<file path="config.mk">
export PLATFORM = sky130hd
export DESIGN_NAME = mem_master_flat
export DESIGN_NICKNAME = d
export VERILOG_FILES = /design/src/rtl/mem_master_if.sv /design/src/rtl/mem_master.sv /design/src/flat_wrapper.sv
export SDC_FILE = /design/constraint.sdc
export NUM_CORES = 1
export LEC_CHECK = 0
export ABC_AREA = 1
export ABC_CLOCK_PERIOD_IN_PS = 1900
export CORE_ASPECT_RATIO = 1.1
export CORE_MARGIN = 2
export CORE_UTILIZATION = 30
export DETAILED_ROUTE_END_ITERATION = 10
export DONT_BUFFER_PORTS = 1
export SKIP_CTS_REPAIR_TIMING = 1
export SLEW_MARGIN = 30
export SYNTH_ARGS = -nofsm -noshare
export SYNTH_HDL_FRONTEND = slang
export SYNTH_SLANG_ARGS = --single-unit
</file>
<file path="constraint.sdc">
create_clock -name clk -period 1.9 [get_ports clk]
set_input_delay 0.57 -clock clk [delete_from_list [all_inputs] [get_ports clk]]
set_output_delay 0.57 -clock clk [all_outputs]
set_load 0.005 [all_outputs]
</file>
<file path="src/rtl/mem_master_if.sv">
// rtl/mem_master_if.sv - command, write, read, status and memory-side signals of mem_master
interface mem_master_if #(
  parameter int DATA_W = 16,
  parameter int ADDR_W = 3
);
  logic              req_valid;
  logic              req_ready;
  logic              req_write;
  logic [ADDR_W-1:0] req_addr;
  logic [ADDR_W-1:0] req_len;
  logic              wr_valid;
  logic              wr_ready;
  logic [DATA_W-1:0] wr_data;
  logic              rd_valid;
  logic [DATA_W-1:0] rd_data;
  logic              busy;
  logic              done;
  logic              mem_enable;
  logic              mem_read_write;
  logic [ADDR_W-1:0] mem_address;
  logic [DATA_W-1:0] mem_data_out;
  logic [DATA_W-1:0] mem_data_in;

  modport master (
    input  req_valid, req_write, req_addr, req_len, wr_valid, wr_data, mem_data_in,
    output req_ready, wr_ready, rd_valid, rd_data, busy, done,
           mem_enable, mem_read_write, mem_address, mem_data_out
  );

  modport slave (
    output req_valid, req_write, req_addr, req_len, wr_valid, wr_data, mem_data_in,
    input  req_ready, wr_ready, rd_valid, rd_data, busy, done,
           mem_enable, mem_read_write, mem_address, mem_data_out
  );
endinterface

</file>
<file path="src/rtl/mem_master.sv">
// rtl/mem_master.sv - burst master driving an async-style memory with setup/strobe/hold phases
module mem_master #(
  parameter int DATA_W = 16,
  parameter int ADDR_W = 3
) (
  input logic          clk,
  input logic          resetn,
  mem_master_if.master bus
);
  typedef enum logic [2:0] {IDLE, LOAD, SETUP, STROBE, HOLD, DONE} state_t;

  state_t            state;
  logic              write_burst;
  logic [ADDR_W-1:0] beats_left;
  logic              mem_enable;
  logic              mem_read_write;
  logic [ADDR_W-1:0] mem_address;
  logic [DATA_W-1:0] mem_data_out;
  logic [DATA_W-1:0] rd_data;
  logic              rd_valid;
  logic              done;
  logic              wr_ready;

  always_ff @(posedge clk) begin
    if (!resetn) begin
      state          <= IDLE;
      write_burst    <= 1'b0;
      beats_left     <= '0;
      mem_enable     <= 1'b0;
      mem_read_write <= 1'b1;
      mem_address    <= '0;
      mem_data_out   <= '0;
      rd_data        <= '0;
      rd_valid       <= 1'b0;
      done           <= 1'b0;
      wr_ready       <= 1'b0;
    end else begin
      rd_valid <= 1'b0;
      done     <= 1'b0;
      case (state)
        IDLE: begin
          if (bus.req_valid) begin
            write_burst <= bus.req_write;
            mem_address <= bus.req_addr;
            beats_left  <= bus.req_len;
            if (bus.req_write) begin
              state    <= LOAD;
              wr_ready <= 1'b1;
            end else begin
              state <= SETUP;
            end
          end
        end
        LOAD: begin
          // Direction flips to write only once data is in hand, so a stall never looks like a write.
          if (bus.wr_valid) begin
            mem_data_out   <= bus.wr_data;
            mem_read_write <= 1'b0;
            wr_ready       <= 1'b0;
            state          <= SETUP;
          end
        end
        SETUP: begin
          mem_enable <= 1'b1;
          state      <= STROBE;
        end
        STROBE: begin
          mem_enable <= 1'b0;
          if (!write_burst) begin
            rd_data  <= bus.mem_data_in;
            rd_valid <= 1'b1;
          end
          state <= HOLD;
        end
        HOLD: begin
          mem_read_write <= 1'b1;
          if (beats_left == '0) begin
            done  <= 1'b1;
            state <= DONE;
          end else begin
            beats_left  <= beats_left - ADDR_W'(1);
            mem_address <= mem_address + ADDR_W'(1);
            if (write_burst) begin
              state    <= LOAD;
              wr_ready <= 1'b1;
            end else begin
              state <= SETUP;
            end
          end
        end
        DONE: begin
          state <= IDLE;
        end
        default: begin
          state <= IDLE;
        end
      endcase
    end
  end

  assign bus.req_ready      = (state == IDLE) && resetn;
  assign bus.busy           = (state != IDLE);
  assign bus.wr_ready       = wr_ready;
  assign bus.rd_valid       = rd_valid;
  assign bus.rd_data        = rd_data;
  assign bus.done           = done;
  assign bus.mem_enable     = mem_enable;
  assign bus.mem_read_write = mem_read_write;
  assign bus.mem_address    = mem_address;
  assign bus.mem_data_out   = mem_data_out;
endmodule

</file>
<file path="src/flat_wrapper.sv">
// flat-port wrapper written by rule: the top's interface ports become plain ports
module mem_master_flat 
#(
  parameter int DATA_W = 16,
  parameter int ADDR_W = 3
)
  (clk, resetn, bus_req_valid, bus_req_write, bus_req_addr, bus_req_len, bus_wr_valid, bus_wr_data, bus_mem_data_in, bus_req_ready, bus_wr_ready, bus_rd_valid, bus_rd_data, bus_busy, bus_done, bus_mem_enable, bus_mem_read_write, bus_mem_address, bus_mem_data_out);
  mem_master_if #(.DATA_W(DATA_W), .ADDR_W(ADDR_W)) bus_i ();
  input logic clk;
  input logic resetn;
  input wire logic [$bits(bus_i.req_valid)-1:0] bus_req_valid;
  input wire logic [$bits(bus_i.req_write)-1:0] bus_req_write;
  input wire logic [$bits(bus_i.req_addr)-1:0] bus_req_addr;
  input wire logic [$bits(bus_i.req_len)-1:0] bus_req_len;
  input wire logic [$bits(bus_i.wr_valid)-1:0] bus_wr_valid;
  input wire logic [$bits(bus_i.wr_data)-1:0] bus_wr_data;
  input wire logic [$bits(bus_i.mem_data_in)-1:0] bus_mem_data_in;
  output wire logic [$bits(bus_i.req_ready)-1:0] bus_req_ready;
  output wire logic [$bits(bus_i.wr_ready)-1:0] bus_wr_ready;
  output wire logic [$bits(bus_i.rd_valid)-1:0] bus_rd_valid;
  output wire logic [$bits(bus_i.rd_data)-1:0] bus_rd_data;
  output wire logic [$bits(bus_i.busy)-1:0] bus_busy;
  output wire logic [$bits(bus_i.done)-1:0] bus_done;
  output wire logic [$bits(bus_i.mem_enable)-1:0] bus_mem_enable;
  output wire logic [$bits(bus_i.mem_read_write)-1:0] bus_mem_read_write;
  output wire logic [$bits(bus_i.mem_address)-1:0] bus_mem_address;
  output wire logic [$bits(bus_i.mem_data_out)-1:0] bus_mem_data_out;
  assign bus_i.req_valid = bus_req_valid;
  assign bus_i.req_write = bus_req_write;
  assign bus_i.req_addr = bus_req_addr;
  assign bus_i.req_len = bus_req_len;
  assign bus_i.wr_valid = bus_wr_valid;
  assign bus_i.wr_data = bus_wr_data;
  assign bus_i.mem_data_in = bus_mem_data_in;
  assign bus_req_ready = bus_i.req_ready;
  assign bus_wr_ready = bus_i.wr_ready;
  assign bus_rd_valid = bus_i.rd_valid;
  assign bus_rd_data = bus_i.rd_data;
  assign bus_busy = bus_i.busy;
  assign bus_done = bus_i.done;
  assign bus_mem_enable = bus_i.mem_enable;
  assign bus_mem_read_write = bus_i.mem_read_write;
  assign bus_mem_address = bus_i.mem_address;
  assign bus_mem_data_out = bus_i.mem_data_out;
  mem_master #(.DATA_W(DATA_W), .ADDR_W(ADDR_W)) u_core (.clk(clk), .resetn(resetn), .bus(bus_i));
endmodule
</file>
==> flow_results.xml, run 1 <==
<?xml version="1.0" encoding="UTF-8"?>
<metrics>
  <group name="global_route">
    <metric name="grt_antenna_before_repair" unit="">0</metric>
  </group>
  <group name="layout">
    <metric name="drive_gt1_share" unit="%">9.24</metric>
    <metric name="finish.net_count" unit="">294</metric>
    <metric name="layout.cells.non_filler" unit="">329</metric>
  </group>
  <group name="yosys">
    <metric name="fa_ha_area_share" unit="%">1.98</metric>
    <metric name="floorplan.nets" unit="">296</metric>
    <metric name="syn_area" unit="sq mm">0.00190</metric>
    <metric name="ff_type" unit="">sky130_fd_sc_hd__dfxtp_1</metric>
    <metric name="yosys-stat-area" unit="sq mm">0.00190</metric>
    <metric name="xor_share" unit="%">0</metric>
  </group>
  <group name="run_status">
    <metric name="status" unit="">completed</metric>
  </group>
  <group name="floorplanning">
    <metric name="floorplan.io_pins" unit="">85</metric>
    <metric name="core_region_area" unit="sq mm">0.00616</metric>
    <metric name="die_w" unit="um">79.9</metric>
  </group>
  <group name="worst_setup_path">
    <metric name="worst-r2r-setup-slack" unit="ns">0.40</metric>
    <metric name="cp_max_fo" unit="">7</metric>
    <metric name="r2r-start" unit="">u_core.state[0]</metric>
    <metric name="critical_path_arrival" unit="ns">1.21</metric>
    <metric name="required" unit="ns">1.33</metric>
  </group>
  <group name="timing">
    <metric name="slew_headroom" unit="%">70.5</metric>
    <metric name="hold_violations" unit="">0</metric>
    <metric name="maxClockFrequency" unit="GHz">0.562</metric>
    <metric name="setup-violations-final" unit="">0</metric>
    <metric name="worst_slew_pin_tran" unit="ns">0.441</metric>
    <metric name="final_critical_path_setup_slack" unit="ns">0.120</metric>
    <metric name="slew_viol_final" unit="">0</metric>
  </group>
  <group name="power_and_ir_drop">
    <metric name="ir_drop" unit="mV">0.325</metric>
    <metric name="power_frac_clock" unit="%">33.5</metric>
    <metric name="p_switching" unit="uW">639</metric>
    <metric name="power.combinational.fraction" unit="%">14.7</metric>
    <metric name="post-layout-total-power" unit="mW">2.27</metric>
  </group>
  <group name="worst_hold_path">
    <metric name="min_path_cells" unit="">1</metric>
  </group>
  <group name="routing">
    <metric name="routed_wire_length_per_instance" unit="um">13.0</metric>
    <metric name="drt-total-wl" unit="um">4270</metric>
  </group>
  <group name="clocking">
    <metric name="numCtsBuffers" unit="">5</metric>
  </group>
</metrics>
==> run 1: final cells by class <==
class                   count  area [sq um]
multi-input cells         180           845
flip-flops and latches     47           941
inverters                  14          57.6
well taps                  80           100
clock buffers               6          82.6
fillers                   644          4100
clock inverters             2          35.0
==> run 1: metal layers <==
| metal | wire length, um | vias to the layer above | global-route usage, % |
|---|---|---|---|
| li1 | - | 798 | - |
| met4 | 74 | 0 | 5.08 |
| met3 | 269 | 5 | 3.42 |
| met2 | 2080 | 47 | 21.4 |
| met5 | 0 | - | 0 |
| met1 | 1840 | 685 | 13.7 |
==> run 1: critical path, delay by kind of cell (launching register included) <==
family | cells | cell delay (ns)
flip-flops | 1 | 0.38
AND/OR/NAND/NOR | 3 | 0.55
run_1/ff_map.png
(3 px per um) Other sequential cells in the stronger grey, the rest of the logic in the fainter grey.
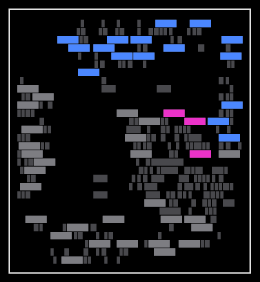
Key: `u_core.bus.mem_address` = magenta [flops 3]; `u_core.bus.mem_data_out` = blue [flops 16]
Another 28 sequential cells are not coloured.

run_1/layers.png
(4 px per um)
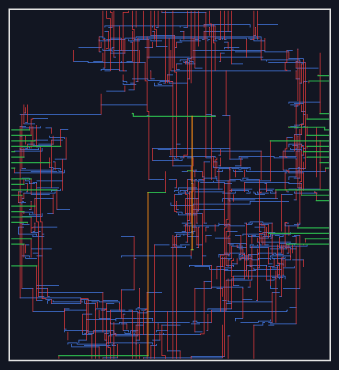
Key: M4 = orange [wire length 74.1 um]; M1 = blue [wire length 1840 um]; M3 = green [wire length 270 um]; M2 = red [wire length 2080 um]

run_1/port_trees.png
(6 px per um)
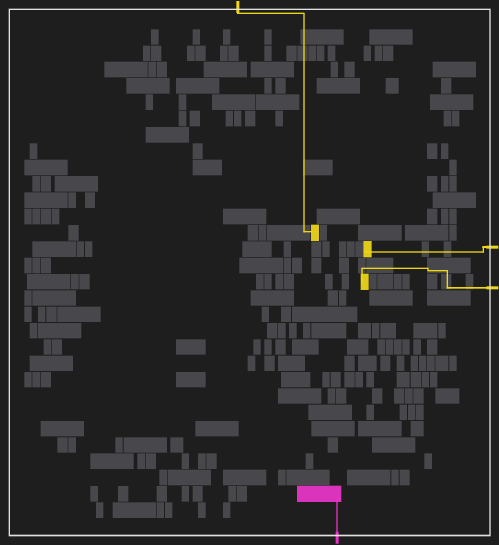
Key: `bus_req_addr` = yellow [bits 3, direction input, edge 2 right, 1 top, end cells 3, wire 97.3 um]; `bus_done` = magenta [bits 1, direction output, edge bottom, end cells 1, wire 6.10 um]

run_1/clock_nets.png
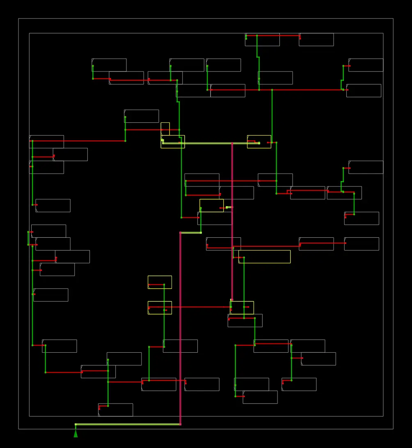

==> inputs of run 2 (changes only) <==
--- a/config.mk
+++ b/config.mk
@@ -12,6 +12,7 @@
 export CORE_UTILIZATION = 30
 export DETAILED_ROUTE_END_ITERATION = 10
 export DONT_BUFFER_PORTS = 1
+export PLACE_DENSITY = 0.53
 export SKIP_CTS_REPAIR_TIMING = 1
 export SLEW_MARGIN = 30
 export SYNTH_ARGS = -nofsm -noshare
run_2/clock_nets.png
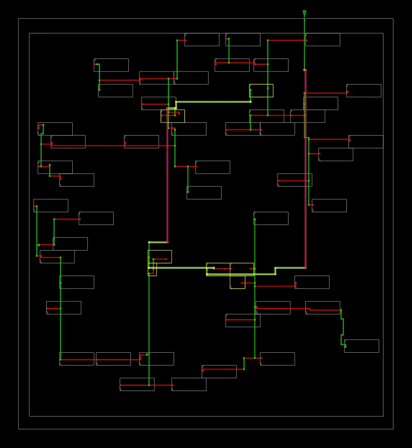
sequential cell count: 47
clk sink count: 47

run_2/gates.png
(4 px per um)
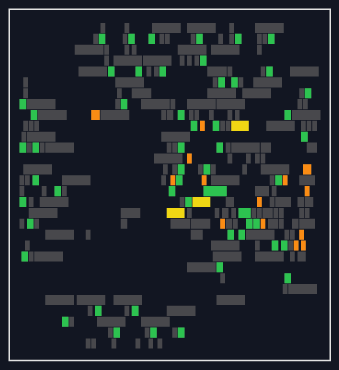
Key: aoi and oai cells = green [cells 53, most used o21ai_1, where all over the die]; fa/ha/maj cells = yellow [cells 3, most used ha_1]; inv cells = orange [cells 14, most used inv_1]

==> run 2 against run 1 <==
  * Synthesized cell count is the same
  * Non-clock buffer count grew 2
  * Die area is the same
  * Setup slack gained 0.058 ns
  * Routed wire length grew 3.5%
  * Critical path depth is the same
  * Clock power shrank 23%
  * Register-to-register slack is essentially flat
  * Combinational power grew 3%
==> flow_results.xml, run 2 <==
<?xml version="1.0" encoding="UTF-8"?>
<metrics>
  <group name="floorplanning">
    <metric name="floorplan.tapcells" unit="">80</metric>
    <metric name="floorplan.io_pins" unit="">85</metric>
    <metric name="die_w" unit="um">79.9</metric>
    <metric name="floorplan.rows" unit="">30</metric>
    <metric name="core_region_area" unit="sq mm">0.00616</metric>
  </group>
  <group name="yosys">
    <metric name="syn_area" unit="sq mm">0.00190</metric>
    <metric name="yosys-stat-area" unit="sq mm">0.00190</metric>
    <metric name="floorplan.nets" unit="">296</metric>
    <metric name="ff_type" unit="">sky130_fd_sc_hd__dfxtp_1</metric>
    <metric name="netlist_top_cells_area" unit="">sky130_fd_sc_hd__dfxtp_1 (50%), sky130_fd_sc_hd__nor2_1 (17%), sky130_fd_sc_hd__o21ai_1 (7.6%), sky130_fd_sc_hd__nand2_1 (4.3%), sky130_fd_sc_hd__o21ai_0 (4.2%)</metric>
    <metric name="fa_ha_area_share" unit="%">1.98</metric>
    <metric name="xor_share" unit="%">0</metric>
  </group>
  <group name="routing">
    <metric name="drt_drc_violations_left" unit="">0</metric>
    <metric name="routed_wire_length_per_instance" unit="um">13.4</metric>
    <metric name="drt-total-wl" unit="um">4420</metric>
    <metric name="met2RoutedLength" unit="um">2130</metric>
    <metric name="detailroute.wirelength.met3" unit="um">294</metric>
    <metric name="m1WireLength" unit="um">1920</metric>
  </group>
  <group name="placed_design">
    <metric name="place.detailed.instances" unit="">323</metric>
  </group>
  <group name="worst_setup_path">
    <metric name="worst-r2r-setup-slack" unit="ns">0.41</metric>
    <metric name="critical_path_arrival" unit="ns">1.15</metric>
    <metric name="cp_max_fo" unit="">7</metric>
    <metric name="required" unit="ns">1.33</metric>
    <metric name="worstRegToRegCells" unit="">7</metric>
    <metric name="r2r-start" unit="">u_core.state[0]</metric>
  </group>
  <group name="timing">
    <metric name="slew_viol_final" unit="">0</metric>
    <metric name="slew_headroom" unit="%">78.5</metric>
    <metric name="setup-violations-final" unit="">0</metric>
    <metric name="hold_violations" unit="">0</metric>
    <metric name="maxClockFrequency" unit="GHz">0.581</metric>
    <metric name="worst_slew_pin_tran" unit="ns">0.322</metric>
  </group>
  <group name="power_and_ir_drop">
    <metric name="ir_drop" unit="mV">0.372</metric>
    <metric name="post-layout-total-power" unit="mW">2.11</metric>
    <metric name="cellInternalPower" unit="mW">1.46</metric>
    <metric name="p_switching" unit="uW">645</metric>
    <metric name="power_frac_clock" unit="%">27.7</metric>
    <metric name="power.combinational.fraction" unit="%">16.3</metric>
  </group>
  <group name="layout">
    <metric name="layout.nonclk_buf_share" unit="%">0.734</metric>
    <metric name="area.share.sequential" unit="%">46.0</metric>
    <metric name="antenna_cells" unit="">0</metric>
    <metric name="fillerInstances" unit="">659</metric>
    <metric name="layout.cells.non_filler" unit="">330</metric>
    <metric name="clock_buffers" unit="">5</metric>
    <metric name="finish.net_count" unit="">296</metric>
    <metric name="clk_share" unit="%">4.04</metric>
    <metric name="logic_gate_count" unit="">180</metric>
    <metric name="combGateArea" unit="sq um">850</metric>
    <metric name="non_clock_inverter_count" unit="">14</metric>
    <metric name="drive_gt1_share" unit="%">9.60</metric>
    <metric name="final_cell_area" unit="sq mm">0.00205</metric>
    <metric name="flop_area" unit="sq um">941</metric>
    <metric name="non_clock_buffer_count" unit="">2</metric>
    <metric name="combAreaFraction" unit="%">41.5</metric>
  </group>
  <group name="clocking">
    <metric name="numCtsBuffers" unit="">5</metric>
    <metric name="clockBufferDepth" unit="">2</metric>
  </group>
  <group name="flow_run">
    <metric name="drv.max_cap_violation_count" unit="">0</metric>
  </group>
  <group name="global_route">
    <metric name="global_route.usage.met3" unit="%">4.25</metric>
    <metric name="met1_layer_usage_reported_by_global_route" unit="%">15.1</metric>
    <metric name="grt-busiest-layer" unit="">met2</metric>
  </group>
  <group name="worst_hold_path">
    <metric name="min_path_cells" unit="">1</metric>
  </group>
  <group name="run_status">
    <metric name="status" unit="">completed</metric>
  </group>
</metrics>
## run 2: cell count changes in the layout (fill, tap and decap cells not counted), sizes merged
cell / before / now
clkinv: 1 / 2
bufinv: 1 / 0
buf: 0 / 2
clkbuf: 6 / 5
## run 2: worst max path at each step
stage | startpoint | endpoint | slack, ns
floorplan | u_core.state[1] | bus_req_ready | 0.54
global placement | u_core.state[1] | u_core.bus.mem_address[2] | 0.40
detailed placement | u_core.state[1] | u_core.bus.mem_address[2] | 0.39
CTS | u_core.state[1] | bus_req_ready | 0.10
global route | u_core.state[2] | bus_req_ready | 0.09
finish | u_core.state[2] | bus_req_ready | 0.18
## run 2: critical path: cells and delay by family, from the launching register on
family	cells	cell delay [ns]
buf+inv	1	0.15
flops	1	0.51
simple gates	2	0.19
No activity file was given, so power comes from the tool's default toggle rates.
